Routing congestion map:
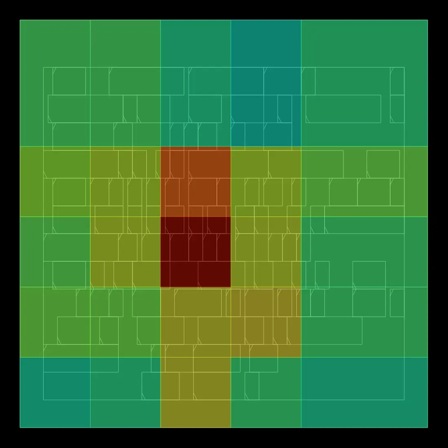
Met3 routing:
(12 px per µm)
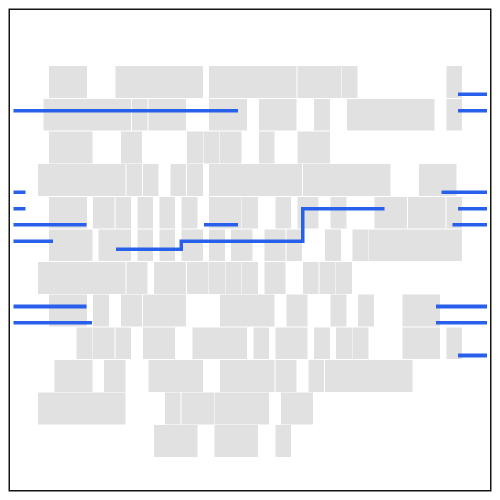
Port wiring:
(6 px per µm)
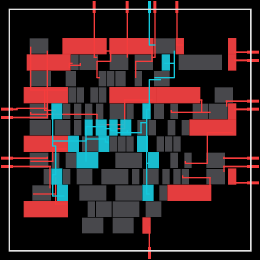
Clock network drawn from the DEF:
(10 px per µm)
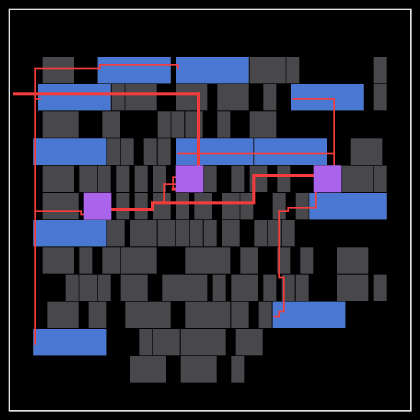
### config.mk
export PLATFORM = sky130hd
export DESIGN_NAME = rom_8x16_flat
export DESIGN_NICKNAME = d
export VERILOG_FILES = /design/src/rtl/rom_8x16_pkg.sv /design/src/rtl/rom_8x16_if.sv /design/src/rtl/rom_8x16_table.sv /design/src/rtl/rom_8x16.sv /design/src/flat_wrapper.sv
export SDC_FILE = /design/constraint.sdc
export NUM_CORES = 1
export LEC_CHECK = 0
export ABC_AREA = 1
export CORE_MARGIN = 2
export CORE_UTILIZATION = 44
export CTS_CLUSTER_DIAMETER = 40
export DETAILED_ROUTE_END_ITERATION = 10
export PLACE_DENSITY = 0.92
export SYNTH_ARGS = -nofsm -noshare
export SYNTH_HDL_FRONTEND = slang
export SYNTH_SLANG_ARGS = --single-unit
### constraint.sdc
create_clock -name clk -period 1.3 [get_ports clk]
set_input_delay 0.26 -clock clk [delete_from_list [all_inputs] [get_ports clk]]
set_output_delay 0.26 -clock clk [all_outputs]
set_load 0.005 [all_outputs]
### src/rtl/rom_8x16_pkg.sv
`default_nettype none
// ============================================================================
//  Module   : rom_pkg
//  Purpose  : Shared sizing constants and the fixed instruction-word contents
//             of the 8 x 16 program ROM.
//  Contents : DATA_W      - instruction word width (16 only)
//             ADDR_W      - address width (3)
//             DEPTH       - number of words (2**ADDR_W = 8)
//             ROM_CONTENT - the eight constant program words, address order
//  Revision : 1.0 - initial release
// ============================================================================
package rom_pkg;

  localparam int DATA_W = 16;
  localparam int ADDR_W = 3;
  localparam int DEPTH  = 2 ** ADDR_W;

  localparam logic [DATA_W-1:0] ROM_CONTENT [DEPTH] = '{
    16'h1101, 16'h1202, 16'h2312, 16'h3400,
    16'h4512, 16'h5600, 16'h6000, 16'hF000
  };

endpackage : rom_pkg
`default_nettype wire

### src/rtl/rom_8x16_if.sv
`default_nettype none
// ============================================================================
//  Module   : rom_8x16_if
//  Purpose  : Fetch bus between an instruction fetcher and the program ROM.
//  Signals  : enr        - read enable (fetch word at pc this cycle)
//             pc         - word address
//             data       - registered instruction word
//             data_valid - data holds the word fetched on the previous edge
//  Modports : master - fetcher side (drives enr/pc)
//             slave  - ROM side (drives data/data_valid)
//  Revision : 1.0 - initial release
// ============================================================================
interface rom_8x16_if
  import rom_pkg::*;
#(
  parameter int DATA_W = rom_pkg::DATA_W,
  parameter int ADDR_W = rom_pkg::ADDR_W
);

  logic              enr;
  logic [ADDR_W-1:0] pc;
  logic [DATA_W-1:0] data;
  logic              data_valid;

  modport master (
    output enr,
    output pc,
    input  data,
    input  data_valid
  );

  modport slave (
    input  enr,
    input  pc,
    output data,
    output data_valid
  );

endinterface : rom_8x16_if
`default_nettype wire

### src/rtl/rom_8x16_table.sv
`default_nettype none
// ============================================================================
//  Module   : rom_table
//  Purpose  : Purely combinational address-to-word lookup of the fixed
//             program contents. Carries no state and no reset.
//  Ports    : pc   (in)  - word address
//             word (out) - instruction word stored at pc
//  Revision : 1.0 - initial release
// ============================================================================
module rom_table
  import rom_pkg::*;
#(
  parameter int DATA_W = rom_pkg::DATA_W,
  parameter int ADDR_W = rom_pkg::ADDR_W
) (
  input  logic [ADDR_W-1:0] pc,
  output logic [DATA_W-1:0] word
);

  always_comb begin
    word = '0;
    case (pc)
      ADDR_W'(0): word = ROM_CONTENT[0];
      ADDR_W'(1): word = ROM_CONTENT[1];
      ADDR_W'(2): word = ROM_CONTENT[2];
      ADDR_W'(3): word = ROM_CONTENT[3];
      ADDR_W'(4): word = ROM_CONTENT[4];
      ADDR_W'(5): word = ROM_CONTENT[5];
      ADDR_W'(6): word = ROM_CONTENT[6];
      ADDR_W'(7): word = ROM_CONTENT[7];
      default:    word = '0;
    endcase
  end

endmodule : rom_table
`default_nettype wire

### src/rtl/rom_8x16.sv
`default_nettype none
// ============================================================================
//  Module   : rom_8x16
//  Purpose  : 8 x 16 read-only program memory with one-cycle registered read.
//             An enabled edge captures word[pc] and raises data_valid for one
//             cycle; a disabled edge holds data and drops data_valid.
//  Ports    : clk   (in)  - clock, rising edge
//             rst_n (in)  - synchronous active-low reset (clears data/valid)
//             bus   (slave modport of rom_8x16_if) - enr, pc, data, data_valid
//  Revision : 1.0 - initial release
// ============================================================================
module rom_8x16
  import rom_pkg::*;
#(
  parameter int DATA_W = rom_pkg::DATA_W,
  parameter int ADDR_W = rom_pkg::ADDR_W
) (
  input  logic       clk,
  input  logic       rst_n,
  rom_8x16_if.slave  bus
);

  logic [DATA_W-1:0] rom_word;
  logic [DATA_W-1:0] data_d;
  logic [DATA_W-1:0] data_q;
  logic              data_valid_d;
  logic              data_valid_q;

  rom_table #(
    .DATA_W (DATA_W),
    .ADDR_W (ADDR_W)
  ) u_rom_table (
    .pc   (bus.pc),
    .word (rom_word)
  );

  // Disabled cycles keep the last fetched word so the consumer can still
  // read it; only the valid flag signals freshness.
  always_comb begin
    data_d       = data_q;
    data_valid_d = 1'b0;
    if (bus.enr) begin
      data_d       = rom_word;
      data_valid_d = 1'b1;
    end
  end

  // Reset wins over a same-cycle read request.
  always_ff @(posedge clk) begin
    if (!rst_n) begin
      data_q       <= '0;
      data_valid_q <= 1'b0;
    end else begin
      data_q       <= data_d;
      data_valid_q <= data_valid_d;
    end
  end

  assign bus.data       = data_q;
  assign bus.data_valid = data_valid_q;

endmodule : rom_8x16
`default_nettype wire

### src/flat_wrapper.sv
// flat-port wrapper written by rule: the top's interface ports become plain ports
module rom_8x16_flat import rom_pkg::*;
#(
  parameter int DATA_W = rom_pkg::DATA_W,
  parameter int ADDR_W = rom_pkg::ADDR_W
)
  (clk, rst_n, bus_enr, bus_pc, bus_data, bus_data_valid);
  rom_8x16_if #(.DATA_W(DATA_W), .ADDR_W(ADDR_W)) bus_i ();
  input  logic clk;
  input  logic rst_n;
  input wire logic [$bits(bus_i.enr)-1:0] bus_enr;
  input wire logic [$bits(bus_i.pc)-1:0] bus_pc;
  output wire logic [$bits(bus_i.data)-1:0] bus_data;
  output wire logic [$bits(bus_i.data_valid)-1:0] bus_data_valid;
  assign bus_i.enr = bus_enr;
  assign bus_i.pc = bus_pc;
  assign bus_data = bus_i.data;
  assign bus_data_valid = bus_i.data_valid;
  rom_8x16 #(.DATA_W(DATA_W), .ADDR_W(ADDR_W)) u_core (.clk(clk), .rst_n(rst_n), .bus(bus_i));
endmodule
==> notes.md <==
Purpose: to document the outcome of synthesis and place and route.

Setup path
For the worst setup path, the data required time is 1.47 ns. The endpoint identified for the worst register-to-register timing path is u_core.bus.data[1]. The start point of the critical path is bus_pc[0]. In this design, the largest share of critical-path delay is due to buffers and inverters. In this run the critical path is formed by clkdlybuf4s50_1 > inv_1 > ha_1 > nand2_1 > nand3_1 > nand2_1 > inv_1.

Pwr
The design internal power is 0.539 mW. The leakage power figure is 0.447 nW. Per report_power, the top consumer among the power groups is registers.

In this run, power in the clock network comes to 0.229 mW. The total power draw is 0.722 mW. The total sequential power is 0.365 mW.

Combinational power for this build is 0.129 mW. Combinational logic burns 17.8% of the power.

Synthesis
The share of the synthesized area in the top cell type is 38.6%. In the synthesized netlist the dominant register cell turns out to be sky130_fd_sc_hd__dfxtp_1. The post-synthesis sequential element count is 11. The instance tally after logic synthesis is 78.

The area of the synthesized netlist per yosys stat is 571 µm². The mean area per synthesized cell is 7.31 µm². The number of warnings issued by yosys is 0. The synthesis report gives the async set-or-reset register share as 0%. The sequential share of the synthesized area is 38.6%.

Detailed routing
The wire length recorded after detailed routing is 1100 µm. The number of DRC violations after detailed routing is 0. The number of routed nets with antenna violations is 0.

Global route
Entering global routing, the biggest net connects 15 pins. The number of global-route vias before repair is 440. The total global-route track usage is 17.1%.

STA
The maximum clock frequency is 829 MHz. The summed negative setup slack over all endpoints is 0 ns. The minimum clock period after layout is 1.21 ns. The number of pins with negative max-slew slack in the final report is 0. Hold timing on the final database bottoms out at a slack of 0.463 ns.

Layout
Leaving out fill and tap cells, the most frequent cell in the layout is sky130_fd_sc_hd__nand2_1. The total non-filler cell area in the finished layout is 771 µm². The share of the core filled with cells is 66.7%. After the last flow step, the layout net total stands at 114. Leaving out fill and tap cells, the most frequent cells in the layout are 23 x sky130_fd_sc_hd__nand2_1, 11 x sky130_fd_sc_hd__dlygate4sd2_1, 9 x sky130_fd_sc_hd__nand3_1, 9 x sky130_fd_sc_hd__dfxtp_1, 8 x sky130_fd_sc_hd__inv_1.

Flow run
The number of maximum-capacitance violations recorded for the run is 0.

Status
The flow ran to the end, and the final reports show no timing, DRC or antenna violations.

Floorplan
Measured along the x axis, the die boundary spans 40.0 µm.

Place
The pre-CTS setup slack is -0.176 ns. The buffer_ports step reported a buffer count of 16.

CTS
CTS added clock buffers totalling 3. For this design, the CTS-stage hold fixing added 0 buffers. The source-to-sink clock delay at the later pin of the worst-skew pair is 0.26 ns. The number of gates resized after CTS is 13.

Min path
In the hold report, the worst path ends at u_core.bus.data[0].
Notes on 'routing congestion map' above:
met2 usage: 29.0%
highest-utilization routing layer at the global route stage: met2
global-route met3 utilization: 8.33%
met1 demand-to-capacity share in global routing: 18.6%
post-DR wirelength/cell: 9.47 µm

Notes on 'met3 routing' above:
longest straight run: 18.4 µm
share of all routed wire: 8.3%

Notes on 'port wiring' above:
| port | colour | bits | direction | end cells | buffers | wire |
|---|---|---|---|---|---|---|
| bus_enr | cyan | 1 | input | 15 | 2 | 84.1 µm |
| bus_data | red | 16 | output | 16 | 10 | 207 µm |

Notes on 'clock network drawn from the DEF' above:
[clock drivers] purple | count: 3
[flip-flops] blue | count: 11
[clock wires] red | length: 159 µm
routed clock nets: 4

[cell families (layout without fill, tap and decap cells)]
kind of cell	count (synthesis)	after routing	synth area share, %
compound gates	6	6	5.26
fa+ha+maj	5	5	11.0
buf+inv	16	35	15.8
flops	11	11	38.6
other cells	1	6	0.657
simple gates	39	39	28.7
[area by class of cell]
| class | instances | share of cell area (%) |
|---|---|---|
| clock buffer | 4 | 3.41 |
| inverter | 9 | 4.38 |
| multi-input combinational | 56 | 36.2 |
| sequential | 11 | 28.9 |
| tap | 14 | 2.27 |
| timing repair buffer | 22 | 24.8 |
[routing by layer]
metal  routed length (µm)  vias to the layer above  track usage, %
met3                   90                        2            8.33
met1                  464                      232            18.6
met2                  532                       18            29.0
li1                     -                      278               -
met4                    9                        0            5.17
met5                    0                        -               0
Power figures rest on the tool's default switching activity, not on a simulated workload.
